===== src/rtl/kmbox_spi_master_if.sv =====
// Frame handshake and SPI pin bundle for the KMBox SPI master stage.
// The master modport is the SPI-master (design) side; slave is the upstream engine plus SPI slave side.
`timescale 1ns/1ps
interface kmbox_spi_master_if;
  logic [63:0] tx_data;
  logic        tx_valid;
  logic        tx_ready;
  logic [63:0] rx_data;
  logic        rx_valid;
  logic        drop_err;
  logic        spi_sck;
  logic        spi_cs_n;
  logic        spi_mosi;
  logic        spi_miso;

  modport master (
    input  tx_data, tx_valid, spi_miso,
    output tx_ready, rx_data, rx_valid, drop_err, spi_sck, spi_cs_n, spi_mosi
  );

  modport slave (
    output tx_data, tx_valid, spi_miso,
    input  tx_ready, rx_data, rx_valid, drop_err, spi_sck, spi_cs_n, spi_mosi
  );
endinterface


===== src/rtl/kmbox_spi_master.sv =====
// 64-bit full-duplex SPI mode-0 master toward the KMBox RP2350, MSB first,
// fed through a one-entry skid register that absorbs one extra valid pulse.
`timescale 1ns/1ps
module kmbox_spi_master #(
  parameter int unsigned CLK_DIV  = 4,
  parameter int unsigned CS_SETUP = 2,
  parameter int unsigned CS_HOLD  = 2,
  parameter int unsigned GAP_CLKS = 4
) (
  input  logic               clk,
  input  logic               rst_n,
  kmbox_spi_master_if.master bus
);

  localparam int unsigned    CW  = 16;
  localparam logic [CW-1:0]  ONE = CW'(1);

  typedef enum logic [2:0] {IDLE, SETUP, SHIFT, HOLD, GAP} state_t;

  state_t        state_q, state_d;
  logic [CW-1:0] cnt_q, cnt_d;
  logic [5:0]    bit_q, bit_d;
  logic [63:0]   shift_q, shift_d;
  logic [63:0]   skid_q, skid_d;
  logic          skid_full_q, skid_full_d;
  logic          sck_q, sck_d;
  logic          cs_n_q, cs_n_d;
  logic          mosi_q, mosi_d;
  logic [63:0]   rx_data_q, rx_data_d;
  logic          rx_valid_q, rx_valid_d;
  logic          drop_q, drop_d;
  logic          tx_ready_q, tx_ready_d;
  logic          miso_s1_q, miso_s2_q;

  always_ff @(posedge clk or negedge rst_n) begin
    if (!rst_n) begin
      state_q     <= IDLE;
      cnt_q       <= '0;
      bit_q       <= '0;
      shift_q     <= '0;
      skid_q      <= '0;
      skid_full_q <= 1'b0;
      sck_q       <= 1'b0;
      cs_n_q      <= 1'b1;
      mosi_q      <= 1'b0;
      rx_data_q   <= '0;
      rx_valid_q  <= 1'b0;
      drop_q      <= 1'b0;
      tx_ready_q  <= 1'b1;
      miso_s1_q   <= 1'b0;
      miso_s2_q   <= 1'b0;
    end else begin
      state_q     <= state_d;
      cnt_q       <= cnt_d;
      bit_q       <= bit_d;
      shift_q     <= shift_d;
      skid_q      <= skid_d;
      skid_full_q <= skid_full_d;
      sck_q       <= sck_d;
      cs_n_q      <= cs_n_d;
      mosi_q      <= mosi_d;
      rx_data_q   <= rx_data_d;
      rx_valid_q  <= rx_valid_d;
      drop_q      <= drop_d;
      tx_ready_q  <= tx_ready_d;
      miso_s1_q   <= bus.spi_miso;
      miso_s2_q   <= miso_s1_q;
    end
  end

  always_comb begin
    state_d     = state_q;
    cnt_d       = cnt_q;
    bit_d       = bit_q;
    shift_d     = shift_q;
    skid_d      = skid_q;
    skid_full_d = skid_full_q;
    sck_d       = sck_q;
    cs_n_d      = cs_n_q;
    mosi_d      = mosi_q;
    rx_data_d   = rx_data_q;
    rx_valid_d  = 1'b0;
    drop_d      = drop_q;

    unique case (state_q)
      IDLE: begin
        if (skid_full_q) begin
          shift_d     = skid_q;
          skid_full_d = 1'b0;
          cs_n_d      = 1'b0;
          mosi_d      = skid_q[63];
          cnt_d       = '0;
          state_d     = SETUP;
        end
      end
      SETUP: begin
        if (cnt_q == CW'(CS_SETUP - 1)) begin
          cnt_d   = '0;
          bit_d   = '0;
          sck_d   = 1'b1;
          state_d = SHIFT;
        end else begin
          cnt_d = cnt_q + ONE;
        end
      end
      // Every bit, including bit 63, spends a full high and a full low phase here,
      // so CS_n stays low for CS_SETUP + 128*CLK_DIV + CS_HOLD cycles.
      SHIFT: begin
        if (cnt_q == CW'(CLK_DIV - 1)) begin
          cnt_d = '0;
          if (sck_q) begin
            sck_d   = 1'b0;
            shift_d = {shift_q[62:0], miso_s2_q};
            if (bit_q != 6'd63) mosi_d = shift_q[62];
          end else if (bit_q == 6'd63) begin
            state_d = HOLD;
          end else begin
            sck_d = 1'b1;
            bit_d = bit_q + 6'd1;
          end
        end else begin
          cnt_d = cnt_q + ONE;
        end
      end
      HOLD: begin
        if (cnt_q == CW'(CS_HOLD - 1)) begin
          cnt_d      = '0;
          cs_n_d     = 1'b1;
          mosi_d     = 1'b0;
          rx_data_d  = shift_q;
          rx_valid_d = 1'b1;
          state_d    = GAP;
        end else begin
          cnt_d = cnt_q + ONE;
        end
      end
      GAP: begin
        if (cnt_q == CW'(GAP_CLKS - 1)) begin
          cnt_d   = '0;
          state_d = IDLE;
        end else begin
          cnt_d = cnt_q + ONE;
        end
      end
      default: state_d = IDLE;
    endcase

    // A capture landing in the same cycle the FSM drains the skid wins the slot.
    if (bus.tx_valid) begin
      if (skid_full_d) begin
        drop_d = 1'b1;
      end else begin
        skid_d      = bus.tx_data;
        skid_full_d = 1'b1;
      end
    end

    tx_ready_d = (state_d == IDLE) && !skid_full_d;
  end

  assign bus.tx_ready = tx_ready_q;
  assign bus.rx_data  = rx_data_q;
  assign bus.rx_valid = rx_valid_q;
  assign bus.drop_err = drop_q;
  assign bus.spi_sck  = sck_q;
  assign bus.spi_cs_n = cs_n_q;
  assign bus.spi_mosi = mosi_q;

endmodule


===== src/flat_wrapper.sv =====
// flat-port wrapper written by rule: the top's interface ports become plain ports
module kmbox_spi_master_flat 
#(
  parameter int unsigned CLK_DIV  = 4,
  parameter int unsigned CS_SETUP = 2,
  parameter int unsigned CS_HOLD  = 2,
  parameter int unsigned GAP_CLKS = 4
)
  (clk, rst_n, bus_tx_data, bus_tx_valid, bus_spi_miso, bus_tx_ready, bus_rx_data, bus_rx_valid, bus_drop_err, bus_spi_sck, bus_spi_cs_n, bus_spi_mosi);
  kmbox_spi_master_if bus_i ();
  input  logic clk;
  input  logic rst_n;
  input wire logic [$bits(bus_i.tx_data)-1:0] bus_tx_data;
  input wire logic [$bits(bus_i.tx_valid)-1:0] bus_tx_valid;
  input wire logic [$bits(bus_i.spi_miso)-1:0] bus_spi_miso;
  output wire logic [$bits(bus_i.tx_ready)-1:0] bus_tx_ready;
  output wire logic [$bits(bus_i.rx_data)-1:0] bus_rx_data;
  output wire logic [$bits(bus_i.rx_valid)-1:0] bus_rx_valid;
  output wire logic [$bits(bus_i.drop_err)-1:0] bus_drop_err;
  output wire logic [$bits(bus_i.spi_sck)-1:0] bus_spi_sck;
  output wire logic [$bits(bus_i.spi_cs_n)-1:0] bus_spi_cs_n;
  output wire logic [$bits(bus_i.spi_mosi)-1:0] bus_spi_mosi;
  assign bus_i.tx_data = bus_tx_data;
  assign bus_i.tx_valid = bus_tx_valid;
  assign bus_i.spi_miso = bus_spi_miso;
  assign bus_tx_ready = bus_i.tx_ready;
  assign bus_rx_data = bus_i.rx_data;
  assign bus_rx_valid = bus_i.rx_valid;
  assign bus_drop_err = bus_i.drop_err;
  assign bus_spi_sck = bus_i.spi_sck;
  assign bus_spi_cs_n = bus_i.spi_cs_n;
  assign bus_spi_mosi = bus_i.spi_mosi;
  kmbox_spi_master #(.CLK_DIV(CLK_DIV), .CS_SETUP(CS_SETUP), .CS_HOLD(CS_HOLD), .GAP_CLKS(GAP_CLKS)) u_core (.clk(clk), .rst_n(rst_n), .bus(bus_i));
endmodule

===== config.mk =====
export PLATFORM = sky130hd
export DESIGN_NAME = kmbox_spi_master_flat
export DESIGN_NICKNAME = d
export VERILOG_FILES = /design/src/rtl/kmbox_spi_master_if.sv /design/src/rtl/kmbox_spi_master.sv /design/src/flat_wrapper.sv
export SDC_FILE = /design/constraint.sdc
export NUM_CORES = 1
export LEC_CHECK = 0
export CORE_AREA = 4 4 141 143
export DETAILED_ROUTE_END_ITERATION = 6
export DIE_AREA = 0 0 145 147
export PLACE_DENSITY = 0.75
export SYNTH_ARGS = -nofsm -noshare
export SYNTH_HDL_FRONTEND = slang
export SYNTH_SLANG_ARGS = --single-unit

===== constraint.sdc =====
create_clock -name clk -period 2.6 [get_ports clk]
set_clock_uncertainty 0.2 [all_clocks]
set_input_delay 0.52 -clock clk [delete_from_list [all_inputs] [get_ports clk]]
set_output_delay 0.52 -clock clk [all_outputs]
set_load 0.1 [all_outputs]

==> metrics.csv, run 1 <==
metric;value;unit
irDropWorstVdd;494;uV
regToRegSetupSlack;0.20;ns
nets;1003;
rsz0062_at_grt;yes;
num_vias;6329;
critical-path-top-delay-family;simple AND/OR/NAND/NOR gates;
fp-row-count;50;
taps;234;
yosys_warnings;0;
vias_per_cell;5.35;
tightest_slew;0.912;ns
numCtsBuffers;24;
drc;0;
fin_ws;0.197;ns
status;completed;
syn-cell-area;9350;um^2
hp-class;register to register;
log.warning_count;28;
crit_type;register to register;
avgSynthCellArea;11.7;um^2
coreArea;18600;um^2
drive_above_1_share;0.257;
ys_seq_frac;0.605;
crit_slowest_cell;nor4_1;
wl;19700;um
dr.pass1.iters;5;
netlist.area_leader.share;0.599;
cp-end-kind;register;
-- run 1: layer usage --
metal / GRT usage / vias to the layer above / routed length (um)
met5: 0 / - / 0
met4: 0.0380 / 0 / 280
met3: 0.0268 / 25 / 779
li1: - / 3023 / -
met2: 0.311 / 142 / 9660
met1: 0.259 / 3139 / 9010
-- run 1: registers in the layout, indices dropped and copies added, names as in the netlist --
register             count
u_core.bus.rx_data      64
u_core.shift_q          64
u_core.skid_q           64
u_core.cnt_q            16
u_core.bit_q             6
u_core.state_q           3
u_core.bus.drop_err      1
u_core.bus.rx_valid      1
u_core.bus.spi_cs_n      1
u_core.bus.spi_mosi      1
u_core.bus.spi_sck       1
u_core.bus.tx_ready      1
u_core.miso_s1_q         1
u_core.miso_s2_q         1
u_core.skid_full_q       1
-- run 1: power breakdown --
| part | internal (uW) | switching [uW] |
|---|---|---|
| Clock | 2320 | 1340 |
| Sequential | 3640 | 66.7 |
| Combinational | 185 | 114 |
| Total | 6140 | 1520 |
-- run 1: layout by cell type, fill, tap and decap left out, types with 2 or more instances in the layout --
cell             Yosys  routed
ha_1                 3       3
clkinv_2             0       6
a21oi_1              6       6
nand3_1              8       8
nor4_4               3       3
or3_1                3       2
o21ai_0              6       6
nor2_1              86      86
nor4_1               4       4
xor2_1              11      11
a21o_1               2       2
clkbuf_1            15       3
a22oi_1              2       2
mux2_2              99      99
nor4b_1              2       2
buf_12               0       9
nand2_1            144     143
nor3b_1              2       2
inv_1                5       5
bufinv_16            0       4
nor3_1               5       5
buf_4                3      80
o31ai_1              3       2
nand4_1              8       8
mux2_1              30      30
clkbuf_8             0       6
clkdlybuf4s50_1      0      66
xnor2_1              5       5
dfstp_2              2       2
clkbuf_16            0      25
dfrtp_1            224     224
and3_1               4       4
a31oi_1             66      66
-- run 1: stage by stage --
step	power, uW	utilization	setup TNS [ns]	cells	hold WS (ns)
final	7670	0.633	0	1184	0.160
after global routing	7950	0.633	-0.00252	1184	0.175
after CTS	7760	0.633	0	1184	0.156
after detailed placement	4070	0.586	0	1139	0.142
after global placement	4060	0.586	0	1139	0.138
after floorplan	3850	-	0	796	0.0244
-- run 1: worst max-delay path by stage --
stage                                            from                            endpoint  slack [ns]  cells past startpoint
after detailed placement  u_core.state_q[1]$_DFF_PN0_      u_core.shift_q[32]$_DFFE_PN0P_        0.25                      6
after global routing      u_core.cnt_q[0]$_DFFE_PN0P_       u_core.shift_q[0]$_DFFE_PN0P_      -0.003                      8
after global placement    u_core.state_q[0]$_DFF_PN0_  u_core.bus.rx_data[32]$_DFFE_PN0P_        0.29                      5
after CTS                 u_core.state_q[1]$_DFF_PN0_      u_core.shift_q[60]$_DFFE_PN0P_        0.22                      6
after floorplan           u_core.cnt_q[7]$_DFFE_PN0P_   u_core.bus.rx_data[0]$_DFFE_PN0P_        0.38                      6
final                     u_core.state_q[1]$_DFF_PN0_         u_core.cnt_q[9]$_DFFE_PN0P_        0.20                      5
-- run 1: what timing repair did --
| action | CTS | global route |
|---|---|---|
| resized | 0 | 0 |
| endpoints found under the setup margin | 0 | 1 |
| endpoints found under the hold margin | 43 | 0 |
| hold buffers | 1 | 0 |
**Run 1: M3 wires**

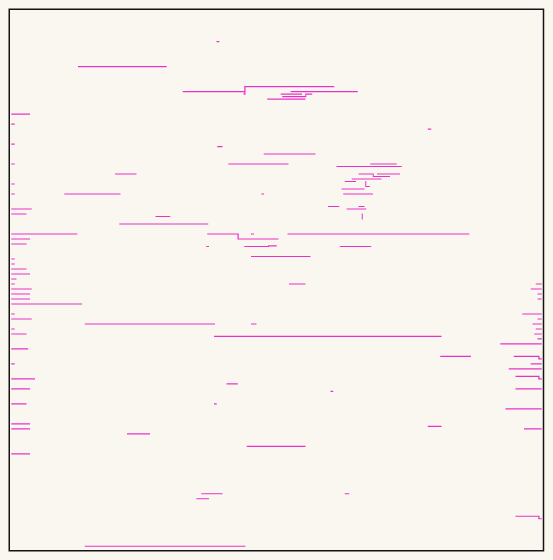
share of all routed wire: 4.0%
longest straight run: 61.6 um
nets with wire on the layer: 82

**Run 1: power grid**

The bar under the picture is 50 um long. Pins as bars on the die edge.
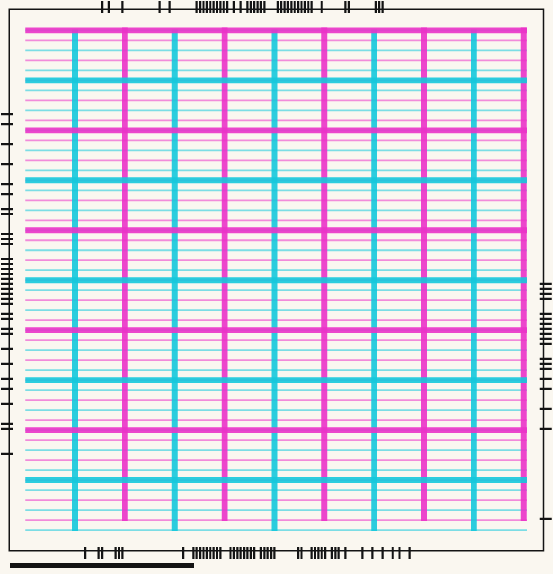
| colour | net |
|---|---|
| cyan | VSS |
| magenta | VDD |
met4 straps: 10
rows: 50

**Run 1: signal wires on met2**

The bar under the picture is 50 um long.
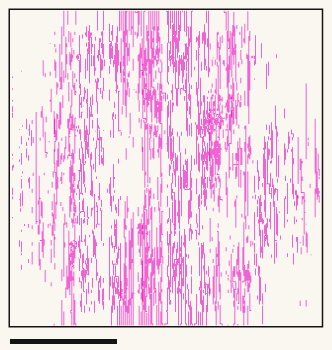
wire length on this layer: 9660 um
nets with wire on the layer: 859
share of all routed wire: 49%
main direction: vertical
longest straight run: 54.6 um

==> run 1 -> run 2 <==
--- a/config.mk
+++ b/config.mk
@@ -8,6 +8,7 @@
 export CORE_AREA = 4 4 141 143
 export DETAILED_ROUTE_END_ITERATION = 6
 export DIE_AREA = 0 0 145 147
+export GPL_ROUTABILITY_DRIVEN = 1
 export PLACE_DENSITY = 0.75
 export SYNTH_ARGS = -nofsm -noshare
 export SYNTH_HDL_FRONTEND = slang
**Run 2: power grid**

The bar under the picture is 50 um long. Pins as bars on the die edge.
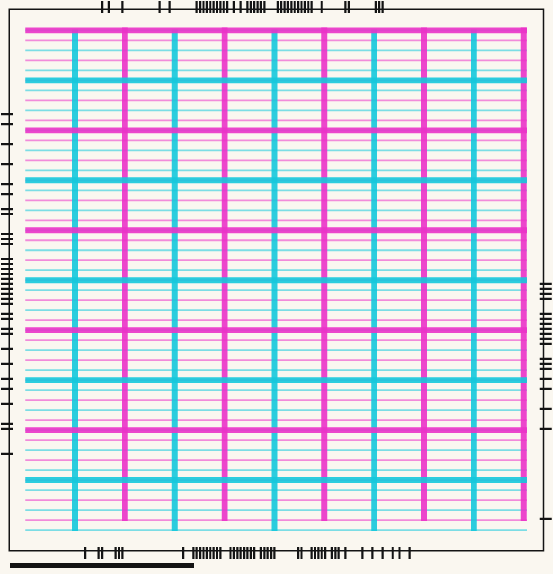
| colour | net |
|---|---|
| magenta | VDD |
| cyan | VSS |
met5 straps: 10
rows: 50
met4 straps: 10
signal pins: 138
met1 rails: 51

**Run 2: routed metal, one colour a layer**

The bar under the picture is 50 um long. Two of the layers only.
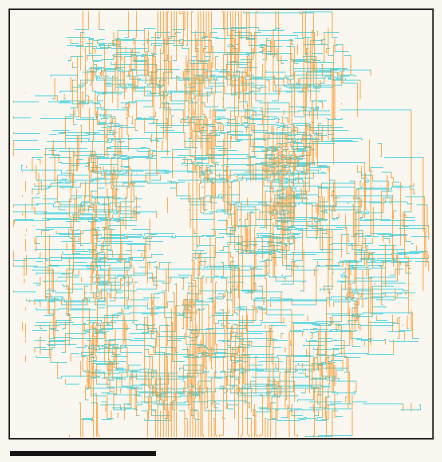
| colour | layer | wire length |
|---|---|---|
| orange | M2 | 9660 um |
| cyan | M1 | 9010 um |

==> run 2 against run 1 <==
Against the previous run: final cell count unchanged; hold slack unchanged; sequential cell count unchanged; combinational power barely moved; utilization unchanged; count of clock-buffer cells in the layout is the same; global-route usage did not move; critical path type unchanged; critical endpoint unchanged; largest cell class unchanged.
==> metrics.csv, run 2 <==
metric;value;unit;change
status;completed;;
crit_start;u_core.state_q[1]$_DFF_PN0_;;
cp-end-kind;register;;
floorplan.nets;867;;
synthCells;796;;
max-cap-violations;0;;
log.warning_count;28;;unchanged
dr.pass1.iters;5;;unchanged
tightest_slew;0.912;ns;unchanged
yosys_warnings;0;;unchanged
netlist.area_leader.share;0.599;;unchanged
drt_first_iter_violations;433;;
fin_cells;1184;;unchanged
dpl.cell_count;1139;;unchanged
synthTopCellsByCount;224 x dfrtp_1, 144 x nand2_1, 99 x mux2_2, 86 x nor2_1, 66 x a31oi_1;;
ys_seq_frac;0.605;;unchanged
drc;0;;unchanged
synth_top_flop_cell;dfrtp_1;;
drive_above_1_share;0.257;;unchanged
numCtsBuffers;24;;unchanged
syn-cell-area;9350;um^2;unchanged
synth.largest_area_cell;dfrtp_1;;
crit_slowest_cell;nor4_1;;
irDropWorstVdd;494;uV;unchanged
hp-class;register to register;;
critical-path-top-delay-family;simple AND/OR/NAND/NOR gates;;
cts_tree;done;;
wl;19700;um;unchanged
coreArea;18600;um^2;unchanged
tns;0;ns;unchanged
final_common_cell;dfrtp_1;;
fp-row-count;50;;unchanged
grt_usage;0.184;;
crit_type;register to register;;
layout_top_cells;224 x dfrtp_1, 143 x nand2_1, 99 x mux2_2;;
rsz0062_at_grt;yes;;
regToRegSetupSlack;0.20;ns;about the same
synth_flops;226;;
num_vias;6329;;unchanged
hp-start;u_core.miso_s1_q$_DFF_PN0_;;
post_cts_resized;0;;unchanged
clk_pin_slew_worst_paths;0.06;ns;
vias_per_cell;5.35;;unchanged
nets;1003;;unchanged
rr_worst_depth;5;;
timing.final.crit_share;0.924;;
fmax;416;MHz;
avgSynthCellArea;11.7;um^2;unchanged
**Run 2: M3 wires**

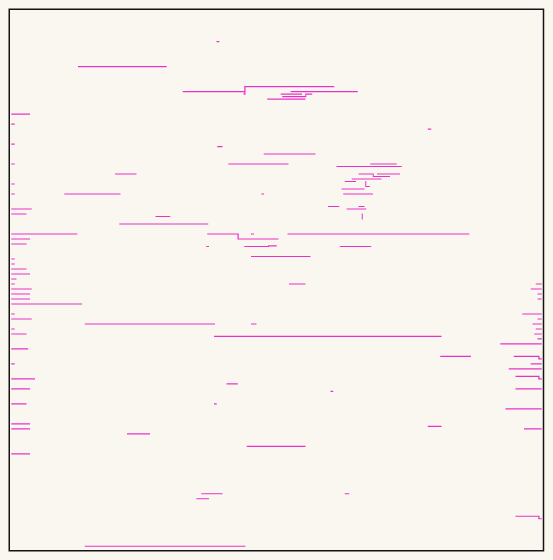
share of all routed wire: 4.0%
wire length on this layer: 780 um
longest straight run: 61.6 um
nets with wire on the layer: 82

-- run 2: cell counts in the layout (fill, tap and decap cells not counted) --
No cell type changed its count.
-- run 2: how the worst max path moves through the flow --
stage                                         endpoint  slack, ns  cells after the start
finish                     u_core.cnt_q[9]$_DFFE_PN0P_       0.20                      5
floorplan            u_core.bus.rx_data[0]$_DFFE_PN0P_       0.38                      6
global route             u_core.shift_q[0]$_DFFE_PN0P_     -0.003                      8
detailed placement      u_core.shift_q[32]$_DFFE_PN0P_       0.25                      6
CTS                     u_core.shift_q[60]$_DFFE_PN0P_       0.22                      6
global placement    u_core.bus.rx_data[32]$_DFFE_PN0P_       0.29                      5
-- run 2: stage by stage --
stage | util | total power (uW) | hold WS (ns) | worst slack (ns)
finish | 0.633 | 7670 | 0.160 | 0.197
global route | 0.633 | 7950 | 0.175 | -0.00252
CTS | 0.633 | 7760 | 0.156 | 0.219
detailed placement | 0.586 | 4070 | 0.142 | 0.249
global placement | 0.586 | 4060 | 0.138 | 0.292
floorplan | - | 3850 | 0.0244 | 0.382
-- run 2: worst reg2reg max path, delay by kind of cell (launching register included) --
family	cells	cell delay (ns)
AND-OR/OR-AND	1	0.30
XOR/XNOR	1	0.21
flip-flops	1	0.51
AND/OR/NAND/NOR	3	1.07
-- run 2: final cells by class --
cell class | instances | area [um^2]
Tap cell | 234 | 293
Clock buffer | 34 | 719
Inverter | 6 | 22.5
Multi-Input combinational cell | 517 | 3460
Fill cell | 1421 | 6810
Timing Repair Buffer | 157 | 1470
Sequential cell | 226 | 5660
Clock inverter | 10 | 150
-- run 2: repair_timing --
action                                  CTS  global route
endpoints found under the setup margin    0             1
hold endpoints to repair                 43             0
hold buffers                              1             0
-- run 2: layer usage --
metal | part of all wire | GRT usage | vias up | routed length (um)
met5 | 0 | 0 | - | 0
met4 | 0.014 | 0.0380 | 0 | 280
met3 | 0.039 | 0.0268 | 25 | 779
met2 | 0.49 | 0.311 | 142 | 9660
met1 | 0.46 | 0.259 | 3139 | 9010
li1 | - | - | 3023 | -
-- run 2: cells by family after synthesis --
family,count (synthesis),synth area share
and+or+nand+nor,277,0.130
muxes,130,0.156
buffers and inverters,53,0.0282
AOI/OAI and AO/OA,91,0.0613
xor gates and xnor gates,16,0.0150
adders and majority gates,3,0.00401
DFF,226,0.605
-- run 2: where the power goes --
group | internal (uW) | leakage [uW] | switching [uW]
Combinational | 185 | 0.00211 | 114
Clock | 2320 | 0.000435 | 1340
Sequential | 3640 | 0.00300 | 66.7
==> run 2 -> run 3 <==
--- a/config.mk
+++ b/config.mk
@@ -5,11 +5,12 @@
 export SDC_FILE = /design/constraint.sdc
 export NUM_CORES = 1
 export LEC_CHECK = 0
-export CORE_AREA = 4 4 141 143
+export CORE_AREA = 2 2 139 141
 export DETAILED_ROUTE_END_ITERATION = 6
-export DIE_AREA = 0 0 145 147
+export DIE_AREA = 0 0 141 143
 export GPL_ROUTABILITY_DRIVEN = 1
 export PLACE_DENSITY = 0.75
+export REMOVE_ABC_BUFFERS = 1
 export SYNTH_ARGS = -nofsm -noshare
 export SYNTH_HDL_FRONTEND = slang
 export SYNTH_SLANG_ARGS = --single-unit
**Run 3: routed metal, one colour a layer**

The bar under the picture is 50 um long. Two of the layers only.
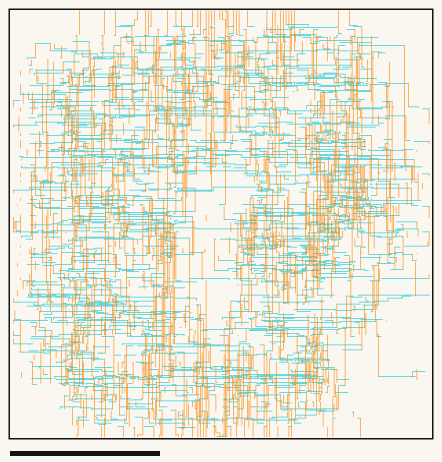
| colour | layer | wire length |
|---|---|---|
| cyan | M1 | 8870 um |
| orange | M2 | 9370 um |

**Run 3: the clock network**

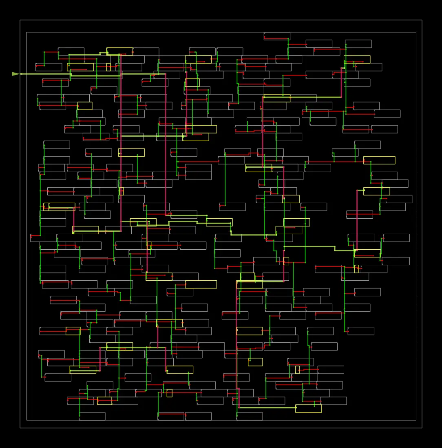
# clk buffers: 35
clk latency late pin: 0.51 ns
CTS buffer count: 24
clk sinks: 226

==> run 3 against run 2 <==
Against the previous run: first-iteration DRC count shrank 33%; clock power shrank 4%; sequential power barely moved; sequential share of layout area is 0.18 points lower; final area increased by 0.39%; worst setup slack worse by 0.052 ns; die area fell by 5.4%; final cell count grew 0.42%; non-clock buffer count is 7 higher; largest cell class unchanged; highest routed layer unchanged.
==> metrics.csv, run 3 <==
metric;value;unit;change
netlist.area_leader.share;0.599;;unchanged
drc;0;;unchanged
p_seq_frac;0.494;;+0.010
dr.pass1.iters;4;;-1
drt_first_iter_violations;291;;-33%
wl;19900;um;+1.1%
final_common_cell;dfrtp_1;;
fin_cells;1189;;+0.42%
crit_start;u_core.cnt_q[7]$_DFFE_PN0P_;;
grt_usage;0.192;;+0.00767
ys_seq_frac;0.605;;unchanged
p_int;5990;uW;-2.5%
switching_share;0.202;;+0.00317
synth.largest_area_cell;dfrtp_1;;
rsz0062_at_grt;no;;
synthTopCellsByCount;224 x dfrtp_1, 144 x nand2_1, 99 x mux2_2, 86 x nor2_1, 66 x a31oi_1;;
regToRegSetupSlack;0.14;ns;-0.05 ns
cts_max_path_buffers;3;;
hp-start;u_core.miso_s1_q$_DFF_PN0_;;
synth_top_flop_cell;dfrtp_1;;
drive_above_1_share;0.261;;+0.00389
coreArea;18600;um^2;unchanged
tightest_slew;0.880;ns;-0.0313 ns
combPwrFrac;0.040;;about the same
fp-row-count;50;;unchanged
clk_pin_slew_worst_paths;0.06;ns;about the same
syn-cell-area;9350;um^2;unchanged
clkPwrFrac;0.467;;-0.010
crit_type;register to register;;
fillers;1464;;+3.0%
num_vias;6443;;+1.8%
hold_ws;0.150;ns;-0.00961 ns
nets;1010;;+0.70%
rr_worst_depth;7;;+2
max-cap-violations;0;;unchanged
layout_top_cells;223 x dfrtp_1, 143 x nand2_1, 99 x mux2_2;;
synth_flops;226;;unchanged
cts_tree;done;;
timing.final.crit_share;0.944;;+0.0201
log.warning_count;27;;-3.6%
vias_per_cell;5.42;;+1.4%
hp-class;register to register;;
io-pin-count;138;;
fin_crit;2.46;ns;
fmax;407;MHz;-2.1%
dpl.cell_count;1142;;+0.26%
status;completed;;
irDropWorstVdd;537;uV;+8.7%
yosys_warnings;0;;unchanged
**Run 3: M3 wires**

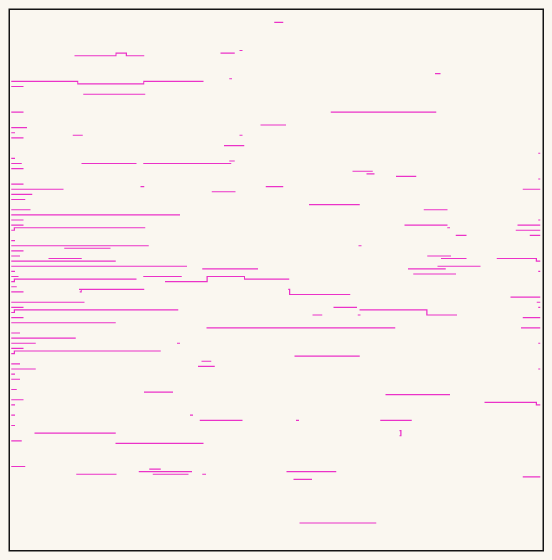
wire length on this layer: 1210 um
longest straight run: 49.7 um

run 3: cell count changes in the layout (fill, tap and decap cells not counted), moves of 2 or more:
cell,delta
buf_4,+3
buf_6,+3
clkbuf_1,+2
clkinv_2,-3
run 3: final timing paths:
kind / to
worst max-delay path: u_core.shift_q[30]$_DFFE_PN0P_
worst min-delay path: u_core.miso_s2_q$_DFF_PN0_
worst max register to register: u_core.shift_q[30]$_DFFE_PN0P_
worst min register to register: u_core.miso_s2_q$_DFF_PN0_
max in group asynchronous: u_core.shift_q[13]$_DFFE_PN0P_
min in group asynchronous: u_core.bus.rx_data[29]$_DFFE_PN0P_
run 3: area by class of cell:
type                    instances  area (um^2)  share of cell area
well taps                     234          293              0.0248
repair buffers                164         1550               0.131
clock buffers                  35          702              0.0594
clock inverters                 7          121              0.0103
flip-flops and latches        226         5660               0.479
multi-input cells             517         3470               0.294
inverters                       6         22.5             0.00191
run 3: power by group through the flow:
| stage | logic, uW | clock network, uW | registers (uW) |
|---|---|---|---|
| 2_1_floorplan | 108 | 0 | 3750 |
| 3_3_place_gp | 296 | 0 | 3760 |
| 3_5_place_dp | 305 | 0 | 3770 |
| 4_1_cts | 307 | 3570 | 3710 |
| 5_1_grt | 335 | 3720 | 3720 |
| 6_report | 296 | 3500 | 3710 |
run 3: critical path: stages, from the launching register on:
cell	delay [ns]
dfrtp_1	0.47
nor4_4	0.41
nand4_1	0.27
o31ai_4	0.32
buf_4	0.18
buf_12	0.25
nor2_1	0.08
a31oi_1	0.18
run 3: per-layer routing:
layer | share of wire | up-vias | wire length, um | global-route usage
li1 | - | 3042 | - | -
met1 | 0.44 | 3188 | 8870 | 0.267
met2 | 0.47 | 171 | 9370 | 0.305
met3 | 0.061 | 42 | 1210 | 0.0466
met4 | 0.024 | 0 | 485 | 0.0542
met5 | 0 | - | 0 | 0
run 3: stage by stage:
step	worst slack, ns	area (um^2)	total power, uW	setup TNS [ns]
final	0.145	11800	7500	0
after global placement	0.272	10900	4060	0
after global routing	0.0201	11800	7770	0
after CTS	0.195	11800	7580	0
after floorplan	-6.69	9110	3850	-577.10
after detailed placement	0.233	10900	4070	0
run 3: kinds of logic after synthesis:
family	share of synthesized area
adder cells (fa/ha/maj)	0.00401
flip-flops	0.605
XOR/XNOR	0.0150
AND/OR/NAND/NOR	0.130
buffers and inverters	0.0282
multiplexers	0.156
AND-OR/OR-AND	0.0613
run 3: what timing repair did:
action	CTS	global route
resized	0	8
setup buffers	0	2
setup endpoints to repair	0	54
endpoints found under the hold margin	63	0
hold buffers	1	0
Power is estimated from default activity; no workload was simulated.
